**src/rtl/cache_arbiter_pkg.sv**
```systemverilog
// Shared types for the cache arbiter: the word and line types, plus the
// arbiter FSM state and client identifiers.
package cache_arbiter_pkg;

  typedef logic [31:0]  rv32i_word;
  typedef logic [255:0] llc_cacheline;

  typedef enum logic [1:0] {
    IDLE,
    SERVE_I,
    SERVE_D
  } arb_state_t;

  typedef enum logic {
    CLIENT_I,
    CLIENT_D
  } arb_client_t;

endpackage

```
**src/rtl/cache_arbiter.sv**
```systemverilog
// Two-client round-robin arbiter between the icache and dcache miss ports
// and the single shared cacheline adaptor. One full-line transaction is in
// flight at a time; the winning address, write data and op are latched at
// grant and held until the adaptor responds.
module cache_arbiter
  import cache_arbiter_pkg::*;
(
  input  logic         clk,
  input  logic         rst,

  input  logic         i_pmem_read,
  input  logic         i_pmem_write,
  input  logic [31:0]  i_pmem_address,
  input  logic [255:0] i_pmem_wdata,
  output logic [255:0] i_pmem_rdata,
  output logic         i_pmem_resp,

  input  logic         d_pmem_read,
  input  logic         d_pmem_write,
  input  logic [31:0]  d_pmem_address,
  input  logic [255:0] d_pmem_wdata,
  output logic [255:0] d_pmem_rdata,
  output logic         d_pmem_resp,

  output logic         mem_read,
  output logic         mem_write,
  output logic [31:0]  mem_address,
  output logic [255:0] mem_wdata,
  input  logic [255:0] mem_rdata,
  input  logic         mem_resp
);

  arb_state_t   state_q, state_d;
  arb_client_t  last_grant_q, last_grant_d;
  logic         mem_read_q, mem_read_d;
  logic         mem_write_q, mem_write_d;
  rv32i_word    mem_address_q, mem_address_d;
  llc_cacheline mem_wdata_q, mem_wdata_d;

  logic i_req, d_req;
  logic grant_i, grant_d;

  assign i_req = i_pmem_read | i_pmem_write;
  assign d_req = d_pmem_read | d_pmem_write;

  // On contention the client that was not granted last time wins.
  assign grant_i = i_req & (~d_req | (last_grant_q == CLIENT_D));
  assign grant_d = d_req & (~i_req | (last_grant_q == CLIENT_I));

  // Next-state, grant latching and completion handling.
  always_comb begin
    state_d       = state_q;
    last_grant_d  = last_grant_q;
    mem_read_d    = mem_read_q;
    mem_write_d   = mem_write_q;
    mem_address_d = mem_address_q;
    mem_wdata_d   = mem_wdata_q;
    case (state_q)
      IDLE: begin
        if (grant_i) begin
          state_d       = SERVE_I;
          last_grant_d  = CLIENT_I;
          mem_address_d = i_pmem_address;
          mem_wdata_d   = i_pmem_wdata;
          mem_write_d   = i_pmem_write;
          mem_read_d    = ~i_pmem_write;
        end else if (grant_d) begin
          state_d       = SERVE_D;
          last_grant_d  = CLIENT_D;
          mem_address_d = d_pmem_address;
          mem_wdata_d   = d_pmem_wdata;
          mem_write_d   = d_pmem_write;
          mem_read_d    = ~d_pmem_write;
        end
      end
      SERVE_I, SERVE_D: begin
        // Always pass through IDLE so the served client can drop its request.
        if (mem_resp) begin
          state_d     = IDLE;
          mem_read_d  = 1'b0;
          mem_write_d = 1'b0;
        end
      end
      default: state_d = IDLE;
    endcase
  end

  // State and registered adaptor-side outputs.
  always_ff @(posedge clk) begin
    if (rst) begin
      state_q       <= IDLE;
      last_grant_q  <= CLIENT_D;
      mem_read_q    <= 1'b0;
      mem_write_q   <= 1'b0;
      mem_address_q <= '0;
      mem_wdata_q   <= '0;
    end else begin
      state_q       <= state_d;
      last_grant_q  <= last_grant_d;
      mem_read_q    <= mem_read_d;
      mem_write_q   <= mem_write_d;
      mem_address_q <= mem_address_d;
      mem_wdata_q   <= mem_wdata_d;
    end
  end

  assign mem_read     = mem_read_q;
  assign mem_write    = mem_write_q;
  assign mem_address  = mem_address_q;
  assign mem_wdata    = mem_wdata_q;

  assign i_pmem_rdata = mem_rdata;
  assign d_pmem_rdata = mem_rdata;
  assign i_pmem_resp  = (state_q == SERVE_I) & mem_resp;
  assign d_pmem_resp  = (state_q == SERVE_D) & mem_resp;

endmodule
```
**config.mk**
```make
export PLATFORM = sky130hd
export DESIGN_NAME = cache_arbiter
export DESIGN_NICKNAME = d
export VERILOG_FILES = /design/src/rtl/cache_arbiter_pkg.sv /design/src/rtl/cache_arbiter.sv
export SDC_FILE = /design/constraint.sdc
export NUM_CORES = 1
export LEC_CHECK = 0
export ABC_AREA = 1
export ABC_CLOCK_PERIOD_IN_PS = 2040
export CELL_PAD_IN_SITES_DETAIL_PLACEMENT = 2
export CELL_PAD_IN_SITES_GLOBAL_PLACEMENT = 2
export CORE_AREA = 2 2 634 636
export DETAILED_ROUTE_END_ITERATION = 12
export DIE_AREA = 0 0 636 638
export PLACE_DENSITY_LB_ADDON = 0.1
export SETUP_SLACK_MARGIN = 0.02
export SYNTH_ARGS = -nofsm -noshare
export SYNTH_HDL_FRONTEND = slang
export SYNTH_SLANG_ARGS = --single-unit
```
**constraint.sdc**
```tcl
create_clock -name clk -period 2.04 [get_ports clk]
set_clock_uncertainty 0.2 [all_clocks]
set_input_delay 0.408 -clock clk [delete_from_list [all_inputs] [get_ports clk]]
set_output_delay 0.408 -clock clk [all_outputs]
set_load 0.03 [all_outputs]
```
==> job_summary.md, run 1 <==
### Flow metrics

| Metric | Value |
|---|---|
| Status | complete, but fails checks |
| Failing checks | negative setup slack |
| Flip-flops with a built-in enable | 0 |
| Final period util | 105% |
| Post-CTS Setup Bufs | 5 |
| Mux share | 0% |
| Max incr delay on CP | 0.33 ns |
| Largest cell class | non-clock buffers |
| Post-Syn Instances | 2,768 |
| Design Power | 33.4 mW |
| Reg-to-reg slack, setup | 0.14 ns |
| Vias/cell | 2.33 |
| Post-synth seq share | 32.4% |
| P_seq | 7.89 mW |
| Fp_density | 4.54% |
| Invs w/o clock | 8 |
| Busiest grt layer | met2 |
| Switching Fraction | 44.1% |
| Area of the core | 399,000 µm² |
| Dominant cell type by area after synthesis | dfxtp_1 |
| NetSw | 14.8 mW |
| Drt wl/cell | 21.9 µm |
| Syn Std Cell Area | 18,100 µm² |
| Top cell type by instance count after synthesis | nand2_1 |
| Pleak | 12.8 nW |
| YS warnings | 0 |
| Floorplan Nets | 3,610 |
| Met3 routed WL | 18.2 mm |
| Resized Gates After CTS | 1,197 |
| Initial DRC Count | 592 |
| Syn Area/Cell | 6.54 µm² |
| Die area | 406,000 µm² |
| CP Class | flop to output port |
| P per Cell Area | 1000 nW/µm² |
| Adder Area Share | 0.207% |
| Sequential share of power | 23.6% |
| Combinational share of cell area | 22.7% |
| Multi-In Gates | 1,762 |
| M3 GR Usage | 4.14% |
| Clock-pin slew on the worst setup and hold paths | 0.06 ns |
| Final instance area | 33,400 µm² |
| Final-layout non-clock buffer area share | 33.6% |
| CTS buffer count | 56 |
| Post-DP HPWL | 155 mm |
| Logic area | 7570 µm² |
| Critical path arrival | 1.54 ns |
| FF+latch count, synth | 293 |
| Ant diodes | 18 |
| Worst slew pin tran | 0.449 ns |
| Final setup vio count | 2 |
| CP delay by family, top | flip-flops |
| CP Capture Type | output port |
| All-Layer GR Usage | 8.73% |
| Critical Path Fanout Max | 2 |
| Post-synth cell types | 16 |
| Clk pwr | 9.97 mW |
| Critical-path cell list | buf_6 > ha_4 > nand2_2 > inv_2 > buf_12 |
| Setup TNS | -0.208 ns |
| Clock latency on the worst-skew pair | 0.70 ns |
| Cell area leaders | dfxtp_1 32%, nand2_1 24%, buf_4 22% |
| Antenna violations before repair | 72 |
| Slew HR | 70.1% |
| Main logic family | simple AND/OR/NAND/NOR gates |
| Max layer used | met5 |
| Total global routing overflow | 0 |
| Placed cell area | 31,000 µm² |
| Power Combinational | 15.6 mW |
| CTS Hold Bufs | 1 |
| I/O pin count | 1,643 |
| Layout cells sized above 1 | 22.5% |
| Clock-cell share | 5.58% |
| Metal2 WL | 88.5 mm |
| Top pwr grp | combinational cells |
| Most common logic cell in the routed design | nand2_1 |
| Final setup margin | -0.108 ns |
| FF-to-FF End | mem_wdata[174] |
| Int Power | 18.7 mW |
| Hold Crit Endpoint | mem_wdata[87] |
| XOR-XNOR Cells, Area Fraction | 0% |
| Worst hold path cell count | 5 |
| RSZ-0062 raised after global routing | true |
| CTS Buffer Depth | 3 |
| CP startpoint kind | flop |
| CTS H-tree lvls | 2 |
| Final min period | 2.15 ns |
| Placed insts | 8,403 |
| Maxcap violations | 0 |
| WP data required | 1.43 ns |
| Vias in the first global route | 22,300 |
| Fill count | 47,100 |
| Min Hold Slack | 0.138 ns |
| Post-synth top cells | 1,166 x nand2_1, 540 x buf_4, 293 x a21oi_1, 293 x dfxtp_1, 292 x nand3_1 |
| Layout Cells excl Fill | 8,553 |
| Clock power share | 29.8% |
| Router iterations before antenna repair | 4 |
| Setup WS pre-CTS | -0.845 ns |
| Buffers & Inverters on Critical Path | 3 |
| Async set or reset register ratio after synthesis | 0% |
| Met1 WL | 75.0 mm |
| Seq/total area | 18.0% |
| Worst Setup EP | d_pmem_resp |
| Fin util | 8.38% |
| Final #Nets | 4,067 |
| Hold Fails Final Rpt | 0 |
| Max FFs per register | 256 |
| Worst hold path class | primary input to flop |
| R2r startpoint | last_grant_q |
| Crit path depth | 5 |
| Most used DFF post-synth | dfxtp_1 |
| Synthesis area per yosys | 18,100 µm² |
| Number of max-slew violations in the final report | 0 |
| CTS tree | built |
| Synth Area in Compound Gates | 8.18% |
| Reg2Reg Depth | 12 |
| Met2 GRT Util | 14.7% |
| Synth Area in Simple Gates | 32.4% |
| Area growth, synth to finish | 84.6% |
| TAP cells | 5,265 |
| Final ANT Viol Nets | 0 |
| Clk Tree Root Cell | clkbuf_16 |
| Detailed-route DRC error count | 0 |
| Signal buffers | 1,104 |
| Maximum vdd drop | 0.620 mV |
| Pin count of the biggest net entering global routing | 45 |
| Rows | 232 |
| Yosys stat cell total | 2,768 |
| Area leader share | 32.4% |
| First-pass GRT wire length | 236 mm |
| Combinational share of power | 46.6% |
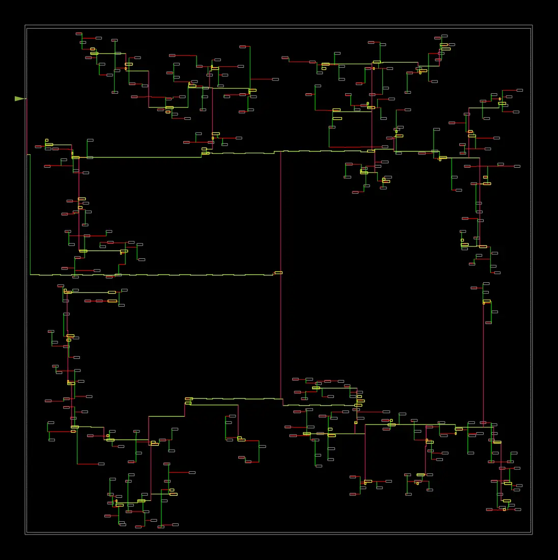
*Clock nets, run 1*
clock sinks: 293
CLK BUF: 81
Flops: 293

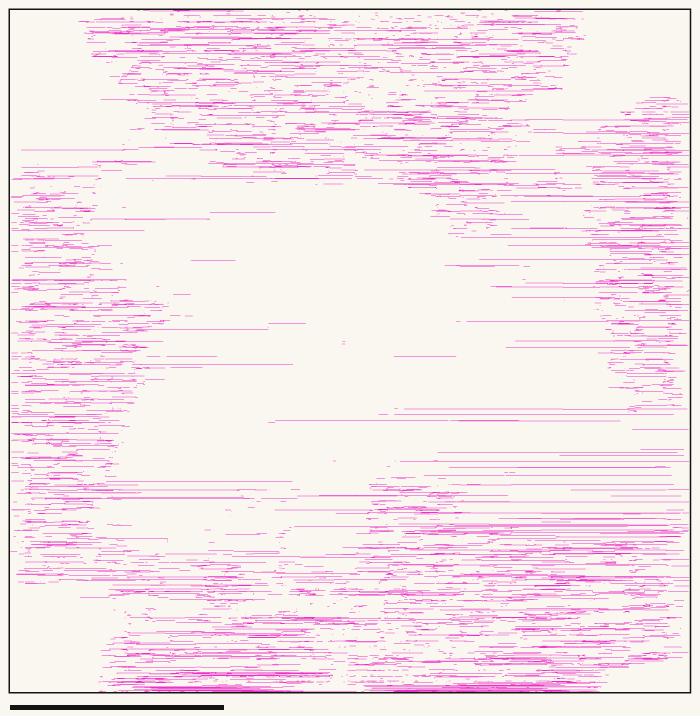
*Met1 routing, run 1*
The bar under the picture is 200 µm long.
main direction: horizontal
longest straight run: 311 µm
wire length on this layer: 75.0 mm
share of all routed wire: 40%
nets with wire on the layer: 3,563
via count: 19,900
met1 Resource Use GR: 9.83%
Total Wirelength: 187 mm

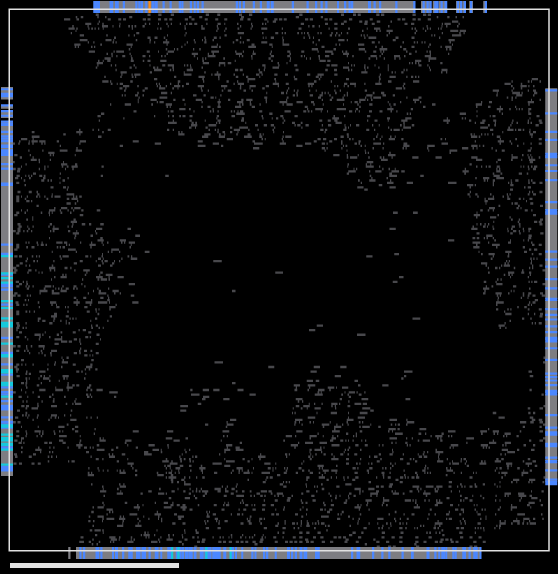
*Pin placement, run 1*
The bar under the picture is 200 µm long. Pins as bars across the die edge, other pins in gray.
[mem_read] orange | pins: 1 | direction: output | edge: north
[d_pmem_rdata] blue | pins: 256 | direction: output | edge: 93 south, 61 north, 52 east, 50 west
[d_pmem_address] cyan | pins: 32 | direction: input | edge: 28 west, 4 south
all pins by edge: 518 south, 454 north, 344 east, 327 west
port bufs: 874
Chip Height: 638 µm
Die Wd: 636 µm

### Sequential cells colored by netlist name, run 1

The bar under the picture is 200 µm long. Other sequential cells in the stronger gray, the rest of the logic in the fainter gray.
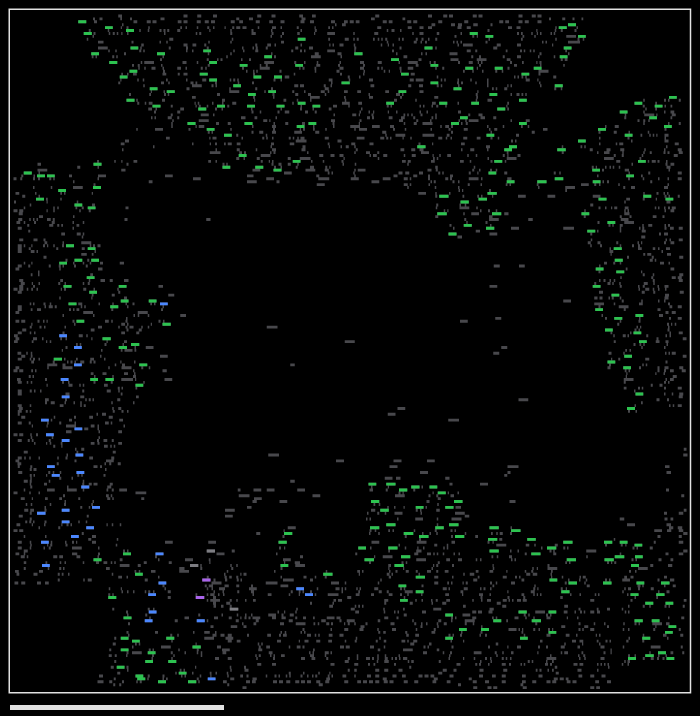

## Run 2: what changed since run 1
Settings changed: HOLD_SLACK_MARGIN from default to 0.15, PLACE_DENSITY from default to 0.3, PLACE_DENSITY_LB_ADDON 0.1 to default.
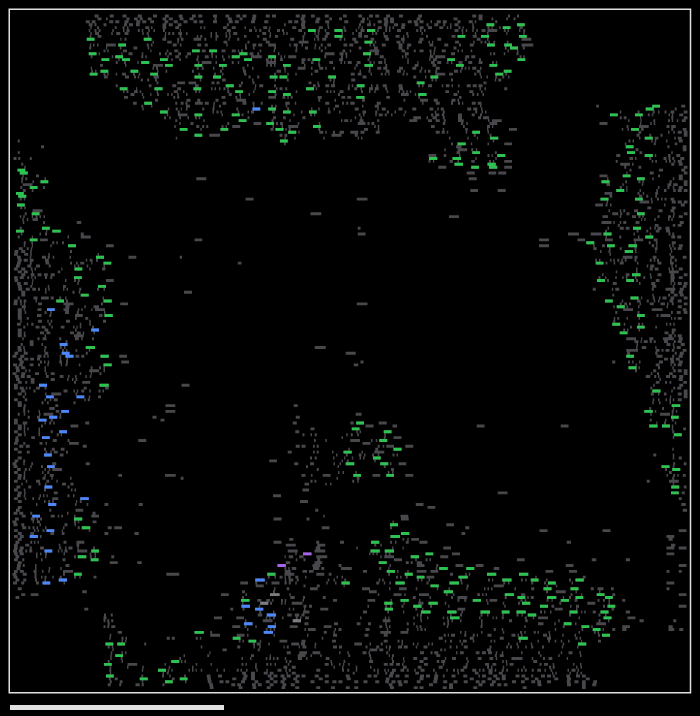
*Sequential cells colored by netlist name, run 2*
The bar under the picture is 200 µm long. Other sequential cells in the stronger gray, the rest of the logic in the fainter gray.
[mem_wdata] green | sequential cells: 256 | where: spread over the die
[state_q] purple | sequential cells: 2
[mem_address] blue | sequential cells: 32
not colored: 3
fin util: 9.30%
P_seq: 7.99 mW
Reg area: 6040 µm²
Seq/total area: 16.3%

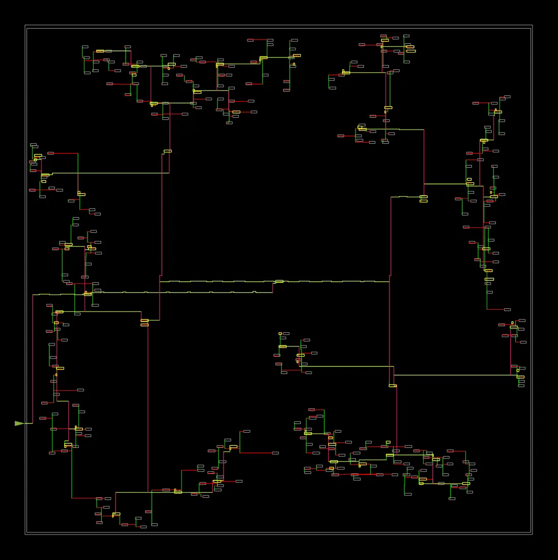
*Clock nets, run 2*
clk pwr: 9.16 mW
CTS buffer count: 51
CLK BUF: 76
clock latency on the worst-skew pair: 0.70 ns

==> job_summary.md, run 2 <==
### Flow metrics

| Metric | Value |
|---|---|
| Status | complete, but fails checks (unchanged) |
| Failing checks | negative setup slack (unchanged) |
| Critical Path Fanout Max | 2 (unchanged) |
| M3 GR Usage | 5.53% (was 4.14%) |
| Die Wd | 636 µm (unchanged) |
| Switching Fraction | 43.6% (was 44.1%) |
| Ant diodes | 13 (was 18) |
| Layout Cells excl Fill | 8,842 (was 8,553) |
| Post-DP HPWL | 163 mm (was 155 mm) |
| FF-to-FF End | mem_wdata[56] (was mem_wdata[174]) |
| Setup WS pre-CTS | -0.957 ns (was -0.845 ns) |
| Synth Area in Simple Gates | 32.4% (unchanged) |
| Floorplan Nets | 3,610 (unchanged) |
| Worst hold path cell count | 5 (unchanged) |
| Max layer used | met5 (unchanged) |
| Vias in the first global route | 23,500 (was 22,300) |
| Vias/cell | 2.39 (was 2.33) |
| Met1 WL | 71.7 mm (was 75.0 mm) |
| Final ANT Viol Nets | 0 (unchanged) |
| Worst hold path class | primary input to flop (unchanged) |
| Initial DRC Count | 586 (was 592) |
| Antenna violations before repair | 38 (was 72) |
| Via count | 21,100 (was 19,900) |
| Worst slew pin tran | 0.386 ns (was 0.449 ns) |
| CTS Hold Bufs | 290 (was 1) |
| Final period util | 105% (about the same) |
| Synth Area in Compound Gates | 8.18% (unchanged) |
| Int Power | 19.1 mW (was 18.7 mW) |
| Power Combinational | 16.7 mW (was 15.6 mW) |
| Placed cell area | 31,600 µm² (was 31,000 µm²) |
| CP delay by family, top | flip-flops (unchanged) |
| Post-CTS Setup Bufs | 9 (was 5) |
| Die area | 406,000 µm² (unchanged) |
| Port bufs | 874 (unchanged) |
| RSZ-0062 raised after global routing | true (unchanged) |
| CP startpoint kind | flop (unchanged) |
| Maxcap violations | 0 (unchanged) |
| YS warnings | 0 (unchanged) |
| Total global routing overflow | 0 (unchanged) |
| Setup TNS | -0.227 ns (was -0.208 ns) |
| Critical path arrival | 1.53 ns (was 1.54 ns) |
| Fp_density | 4.54% (unchanged) |
| Maximum vdd drop | 0.599 mV (was 0.620 mV) |
| Post-synth cell types | 16 (unchanged) |
| Pleak | 14.3 nW (was 12.8 nW) |
| Worst Setup EP | d_pmem_resp (unchanged) |
| P per Cell Area | 914 nW/µm² (was 1000 nW/µm²) |
| Dominant cell type by area after synthesis | dfxtp_1 (unchanged) |
| Clock-pin slew on the worst setup and hold paths | 0.06 ns (about the same) |
| Largest cell class | non-clock buffers (unchanged) |
| Rows | 232 (unchanged) |
| WP data required | 1.43 ns (about the same) |
| Yosys stat cell total | 2,768 (unchanged) |
| Met2 GRT Util | 15.4% (was 14.7%) |
| Reg2Reg Depth | 12 (unchanged) |
| Mux share | 0% (unchanged) |
| Router iterations before antenna repair | 4 (unchanged) |
| Drt wl/cell | 22.1 µm (was 21.9 µm) |
| Async set or reset register ratio after synthesis | 0% (unchanged) |
| I/O pin count | 1,643 (unchanged) |
| CTS Buffer Depth | 3 (unchanged) |
| Post-Syn Instances | 2,768 (unchanged) |
| Reg-to-reg slack, setup | 0.11 ns (was 0.14 ns) |
| Total Wirelength | 196 mm (was 187 mm) |
| Clock-cell share | 4.52% (was 5.58%) |
| Most common logic cell in the routed design | nand2_1 (unchanged) |
| Crit path depth | 5 (unchanged) |
| Flip-flops with a built-in enable | 0 (unchanged) |
| R2r startpoint | last_grant_q (unchanged) |
| Slew HR | 74.3% (was 70.1%) |
| Buffers & Inverters on Critical Path | 3 (unchanged) |
| Design Power | 33.9 mW (was 33.4 mW) |
| Detailed-route DRC error count | 0 (unchanged) |
| Syn Std Cell Area | 18,100 µm² (unchanged) |
| Combinational share of power | 49.4% (was 46.6%) |
| Top pwr grp | combinational cells (unchanged) |
| Final setup margin | -0.103 ns (was -0.108 ns) |
| Syn Area/Cell | 6.54 µm² (unchanged) |
| Final instance area | 37,100 µm² (was 33,400 µm²) |
| Flops | 293 (unchanged) |
| All-Layer GR Usage | 9.16% (was 8.73%) |
| Max incr delay on CP | 0.33 ns (about the same) |
| Signal buffers | 1,407 (was 1,104) |
| Critical-path cell list | buf_6 > ha_4 > nand2_4 > inv_2 > buf_6 (was buf_6 > ha_4 > nand2_2 > inv_2 > buf_12) |
| Post-synth seq share | 32.4% (unchanged) |
| Area of the core | 399,000 µm² (unchanged) |
| First-pass GRT wire length | 246 mm (was 236 mm) |
| Pin count of the biggest net entering global routing | 60 (was 45) |
| TAP cells | 5,265 (unchanged) |
| Final setup vio count | 3 (was 2) |
| Placed insts | 8,406 (was 8,403) |
| Sequential share of power | 23.6% (about the same) |
| Synthesis area per yosys | 18,100 µm² (unchanged) |
| FF+latch count, synth | 293 (unchanged) |
| Adder Area Share | 0.207% (unchanged) |
| Cell area leaders | dfxtp_1 32%, nand2_1 24%, buf_4 22% (unchanged) |
| Resized Gates After CTS | 852 (was 1,197) |
| Fill count | 47,100 (about the same) |
| Met1 Resource Use GR | 9.46% (was 9.83%) |
| Number of max-slew violations in the final report | 0 (unchanged) |
| Final-layout non-clock buffer area share | 40.7% (was 33.6%) |
| XOR-XNOR Cells, Area Fraction | 0% (unchanged) |
| Clock sinks | 293 (unchanged) |
No activity file was given, so power comes from the tool's default toggle rates.
